Fig. 1: zoomed window
Region (58, 29) to (88, 59) µm. Cells in gray, sequential cells in the stronger gray; small squares are vias.
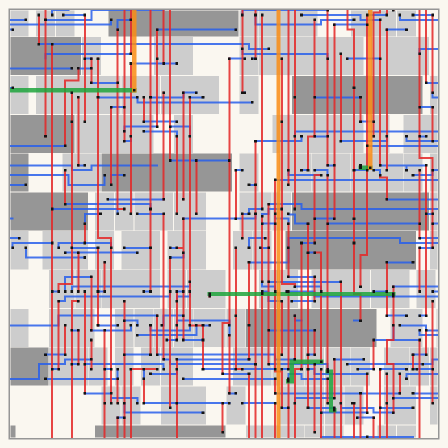
Fig. 2: routing congestion map
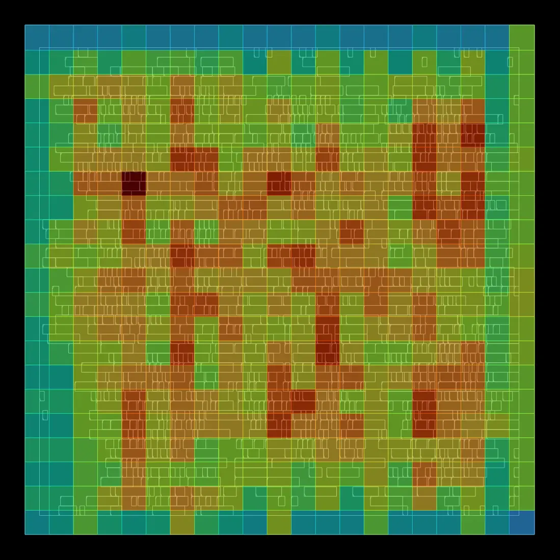
Fig. 3: logic cells by family
Scale: 4 px per µm.
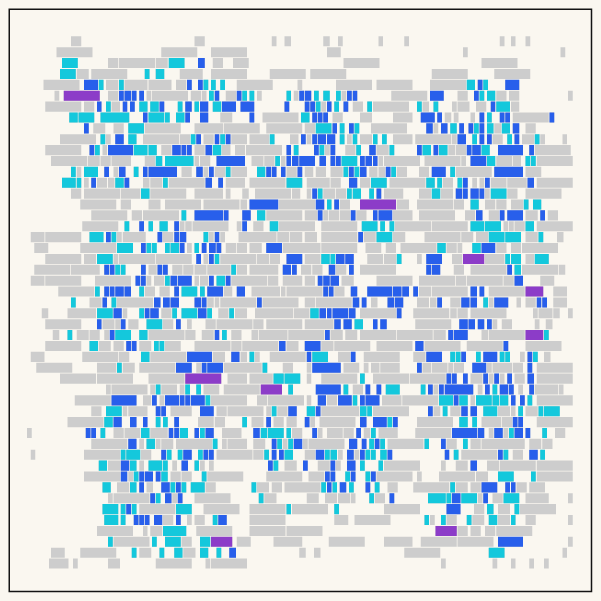
Fig. 4: metal 4
Scale: 3 px per µm. Supply wires on this layer in gray.
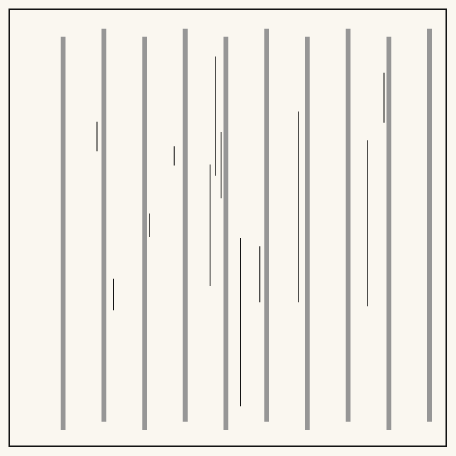
$ cat src/rtl/knopf_entpreller.sv
// Push-button debouncer with sticky press/release flags, read by the CPU through a DatenGeladen handshake.
// Release flags exist only when KNOPF_LOSLASSEN_EN is defined.
module knopf_entpreller #(
   parameter int ANZAHL         = 7,
   parameter int ENTPRELLZYKLEN = 1048576
) (
   input  logic              Clock,
   input  logic              Reset,
   input  logic [ANZAHL-1:0] btn,
   input  logic              Lesen,
   input  logic [1:0]        Auswahl,
   output logic [31:0]       Daten,
   output logic              DatenGeladen,
   output logic [ANZAHL-1:0] Pegel
);

   localparam int ZW = $clog2(ENTPRELLZYKLEN + 1);
   localparam logic [ZW-1:0] ZIEL = ZW'(ENTPRELLZYKLEN - 1);

   typedef enum logic [1:0] {
      BEREIT  = 2'd0,
      ANTWORT = 2'd1,
      WARTEN  = 2'd2
   } zustand_t;

   zustand_t          zustand_r, zustand_s;
   logic [ANZAHL-1:0] sync1_r, sync2_r;
   logic [ZW-1:0]     zaehler_r [ANZAHL];
   logic [ZW-1:0]     zaehler_s [ANZAHL];
   logic [ANZAHL-1:0] pegel_s;
   logic [ANZAHL-1:0] steigend_s;
   logic [ANZAHL-1:0] gedrueckt_r;
   logic              laden_s;
   logic              clr_ged_s;
   logic [31:0]       lese_daten_s;
`ifdef KNOPF_LOSLASSEN_EN
   logic [ANZAHL-1:0] fallend_s;
   logic [ANZAHL-1:0] losgelassen_r;
   logic              clr_los_s;
`endif

   // Per-button stability counters; a level flips after ENTPRELLZYKLEN differing samples
   always_comb begin
      pegel_s = Pegel;
      for (int i = 0; i < ANZAHL; i++) begin
         if (sync2_r[i] == Pegel[i]) begin
            zaehler_s[i] = '0;
         end else if (zaehler_r[i] == ZIEL) begin
            zaehler_s[i] = '0;
            pegel_s[i]   = ~Pegel[i];
         end else begin
            zaehler_s[i] = zaehler_r[i] + ZW'(1);
         end
      end
      steigend_s = pegel_s & ~Pegel;
`ifdef KNOPF_LOSLASSEN_EN
      fallend_s  = Pegel & ~pegel_s;
`endif
   end

   // Synchronizer, debounce state and press flags (a new edge beats a same-cycle clear)
   always_ff @(posedge Clock or negedge Reset) begin
      if (!Reset) begin
         sync1_r     <= '0;
         sync2_r     <= '0;
         Pegel       <= '0;
         gedrueckt_r <= '0;
         for (int i = 0; i < ANZAHL; i++) begin
            zaehler_r[i] <= '0;
         end
      end else begin
         sync1_r     <= btn;
         sync2_r     <= sync1_r;
         Pegel       <= pegel_s;
         gedrueckt_r <= (gedrueckt_r & ~{ANZAHL{clr_ged_s}}) | steigend_s;
         for (int i = 0; i < ANZAHL; i++) begin
            zaehler_r[i] <= zaehler_s[i];
         end
      end
   end

`ifdef KNOPF_LOSLASSEN_EN
   // Sticky release flags
   always_ff @(posedge Clock or negedge Reset) begin
      if (!Reset) begin
         losgelassen_r <= '0;
      end else begin
         losgelassen_r <= (losgelassen_r & ~{ANZAHL{clr_los_s}}) | fallend_s;
      end
   end
`endif

   // Read FSM state register
   always_ff @(posedge Clock or negedge Reset) begin
      if (!Reset) begin
         zustand_r <= BEREIT;
      end else begin
         zustand_r <= zustand_s;
      end
   end

   // Read FSM next state: a held Lesen parks in WARTEN so it counts as a single read
   always_comb begin
      zustand_s = zustand_r;
      case (zustand_r)
         BEREIT:  zustand_s = Lesen ? ANTWORT : BEREIT;
         ANTWORT: zustand_s = Lesen ? WARTEN  : BEREIT;
         WARTEN:  zustand_s = Lesen ? WARTEN  : BEREIT;
         default: zustand_s = BEREIT;
      endcase
   end

   // Read FSM outputs: source select and clear-on-read strobes
   always_comb begin
      laden_s      = (zustand_r == BEREIT) && Lesen;
      lese_daten_s = 32'd0;
      clr_ged_s    = 1'b0;
`ifdef KNOPF_LOSLASSEN_EN
      clr_los_s    = 1'b0;
`endif
      case (Auswahl)
         2'd0: lese_daten_s[ANZAHL-1:0] = Pegel;
         2'd1: begin
            lese_daten_s[ANZAHL-1:0] = gedrueckt_r;
            clr_ged_s                = laden_s;
         end
`ifdef KNOPF_LOSLASSEN_EN
         2'd2: begin
            lese_daten_s[ANZAHL-1:0] = losgelassen_r;
            clr_los_s                = laden_s;
         end
`endif
         default: lese_daten_s = 32'd0;
      endcase
   end

   // Registered read data and one-cycle DatenGeladen pulse
   always_ff @(posedge Clock or negedge Reset) begin
      if (!Reset) begin
         Daten        <= 32'd0;
         DatenGeladen <= 1'b0;
      end else begin
         DatenGeladen <= laden_s;
         if (laden_s) begin
            Daten <= lese_daten_s;
         end else begin
            Daten <= Daten;
         end
      end
   end

endmodule
$ cat config.mk
export PLATFORM = sky130hd
export DESIGN_NAME = knopf_entpreller
export DESIGN_NICKNAME = d
export VERILOG_FILES = /design/src/rtl/knopf_entpreller.sv
export SDC_FILE = /design/constraint.sdc
export NUM_CORES = 1
export LEC_CHECK = 0
export ABC_AREA = 1
export CORE_MARGIN = 4
export CORE_UTILIZATION = 50
export CTS_BUF_LIST = sky130_fd_sc_hd__clkbuf_8
export DETAILED_ROUTE_END_ITERATION = 8
export PLACE_DENSITY = 0.71
export SLEW_MARGIN = 20
export SYNTH_ARGS = -nofsm -noshare
export SYNTH_HDL_FRONTEND = slang
export SYNTH_SLANG_ARGS = --single-unit
$ cat constraint.sdc
create_clock -name Clock -period 1.4 [get_ports Clock]
set_input_delay 0.28 -clock Clock [delete_from_list [all_inputs] [get_ports Clock]]
set_output_delay 0.28 -clock Clock [all_outputs]
set_load 0.01 [all_outputs]
==> GITHUB_STEP_SUMMARY <==
### Metrics collected by this job

| Metric | Value |
|---|---|
| Seq pwr share | `56.4%` |
| Clock Skew | `0.01614 ns` |
| RR Startpoint | `zaehler_r[50]$_DFF_PN0_` |
| CORE AREA | `18210 µm²` |
| Syn. warnings | `0` |
| CTS resizes | `~140` |
| Die Wd | `approximately 150 µm` |
| Critical Path End Type | `register` |
| CP required | `1.77 ns` |
| Yosys Chip Area | `between 9000 and 10000 µm²` |
| Layout cells sized above 1 | `between 30% and 40%` |
| CTS Sinks | `185` |
| Global Route Usage Sum | `19.69%` |
| Finish-stage setup viols | `slightly above 60` |
| Critical Path Most Common Cell | `nand2_1` |
| Worst-Margin Slew | `between 0.5 and 0.6 ns` |
| Setup repair after global routing missed its margin | `yes` |
| Vias in the first global route | `7625` |
| Hpwl dp | `14270 µm` |
| Layout Nets | `1376` |
| Max incr delay on CP | `about 0.42 ns` |
| Slew Limit Fails | `0` |
| Leakage | `5.554 nW` |
| Number of enable flip-flop cells | `0` |
| Failing checks | `setup timing` |
| Peak supply drop | `0.0006013 V` |
| Post-cts hold-fix buffer tally | `1` |
| Hold wc startpoint | `btn[6]` |
| Final Instance Area | `roughly 12000 µm²` |
| Drt first pass iters | `5` |
| Status | `finished with violations` |
| Placed Cells | `1521` |
| Pre-CTS setup slack | `-0.1272 ns` |
| Post-synthesis cell area | `between 9000 and 10000 µm²` |
| Die area | `~21000 µm²` |
| # Cells Yosys | `~1200` |
| Top Ports | `between 50 and 60` |
| Int Pwr | `7.390 mW` |
| CP top delay family | `simple AND/OR/NAND/NOR gates` |
| Cell type with the largest total area | `dfrtp_1` |
| Top Metal Used | `met4` |
| Hold Path Class | `in2reg` |
| CP Class | `reg2reg` |
| Cell breakdown of the critical path | `nand2_1 > inv_2 > nand2_1 > nor2_2 > nand3_4 > buf_6 > nand2_2 > o21ai_2` |
| Post-CTS Setup Repair Bufs | `12` |
| Post-Layout Cell Count | `~1600` |
| CTS H-Tree Depth | `4` |
| Post-synth regs | `roughly 190` |
| Area after DPL | `between 10000 and 15000 µm²` |
| Fraction of registers with async set/reset | `100.0%` |
| Net switching power | `2.495 mW` |
| Number of antenna repair diodes | `0` |
| Critical Path AT | `1.86 ns` |
| Post-Syn Instances | `1156` |
| Largest net degree at the start of global routing | `36` |
| Late-Pin Clk Latency | `between 0.4 and 0.5 ns` |
| First-pass GRT wire length | `approximately 35000 µm` |
| I/O Buffers | `26` |
| Starting Density | `51.68%` |
| Synth top cell by count | `nand2_1` |
| Clock buffer count from CTS | `17` |
| Biggest area cells | `dfrtp_1 (49%), nand2_1 (10%), nor2_1 (9.9%)` |
| Root buf cell | `clkbuf_8` |
| Final worst setup slack | `-0.08783 ns` |
| Row count | `between 40 and 50` |
| GPL Wtd Cong | `0.8704` |
| Detailed Route Iter0 Violations | `512` |
| DR WL met3 | `about 1100 µm` |
| Hold Crit Depth | `1` |
| Routing usage on met2 | `around a third` |
| Worst Setup EP | `Pegel[4]$_DFF_PN0_` |
| Fmax | `around 670 MHz` |
| Worst-path clk slew | `0.10 ns` |
| Fin crit period | `between 1 and 1.5 ns` |
-- Fig. 1 (at the start) --
metal 2 -> red
metal 4 -> orange
metal 3 -> green
metal 1 -> blue
cells with their middle in the window = 86
netlist names of flops here include = `zaehler_r` (7), `Pegel` (1)
most frequent = nand2_1 (13), nor2_1 (13), buf_4 (11)
sequential cells in the window = 8

-- Fig. 2 (at the start) --
met1 Use GR: 26.67%
met3 usage: 3.461%
Final Core Density: 68.57%

-- Fig. 3 (at the start) --
NOR gates -> cyan  # cells 313, where all over the die
adder and majority cells -> purple  # cells 9, where all over the die
NAND gates -> blue  # cells 382
most numerous logic cell after layout: nand2_1
combinational share of cell area: 41.04%

-- Fig. 4 (at the start) --
wire length on this layer = 343 µm
main direction = vertical
longest straight run = 63.2 µm
Via Count: 8031
final WL: 21950 µm

==> stage by stage <==
step / utilization (%) / TNS (ns) / power (mW)
floorplan: - / 0 / 6.038
global placement: 59.31 / -1.404 / 6.395
detailed placement: 59.31 / -4.230 / 6.419
CTS: 63.16 / -0.5464 / 9.828
global route: 68.57 / -8.612 / 10.32
finish: 68.57 / -1.806 / 9.886
==> sequential cells by signal, indices dropped and copies added, names as in the netlist <==
name,cells
sync2_r,7
gedrueckt_r,7
sync1_r,7
Pegel,7
zaehler_r,147
DatenGeladen,1
Daten,7
zustand_r,2
==> area by class of cell <==
class / count / area (µm²)
clock buffers: 21 / 289.0
clock inverters: 9 / 77.57
fillers: 1362 / 5723
inverters: 113 / 450.4
multi-input cells: 850 / 5124
flip-flops and latches: 185 / 4636
well taps: 229 / 286.5
repair buffers: 188 / 1623
==> cells by family (layout without fill, tap and decap cells) <==
| group | count (synthesis) | count (layout) | share of synthesized area, % |
|---|---|---|---|
| adder cells (fa/ha/maj) | 9 | 9 | 1.197 |
| AND-OR/OR-AND | 45 | 45 | 2.766 |
| buffers and inverters | 147 | 331 | 7.286 |
| XOR/XNOR | 69 | 69 | 6.422 |
| flip-flops | 185 | 185 | 49.20 |
| other | 1 | 25 | 0.03985 |
| AND/OR/NAND/NOR | 700 | 702 | 33.09 |
==> power by group through the flow <==
stage | clock network [mW] | logic (mW) | registers [mW]
after floorplan | 0 | 0.377 | 5.66
after detailed placement | 0 | 0.752 | 5.67
after global routing | 3.74 | 0.990 | 5.59
after CTS | 3.50 | 0.768 | 5.56
final | 3.42 | 0.891 | 5.57
after global placement | 0 | 0.734 | 5.66
Power is estimated from default activity; no workload was simulated.
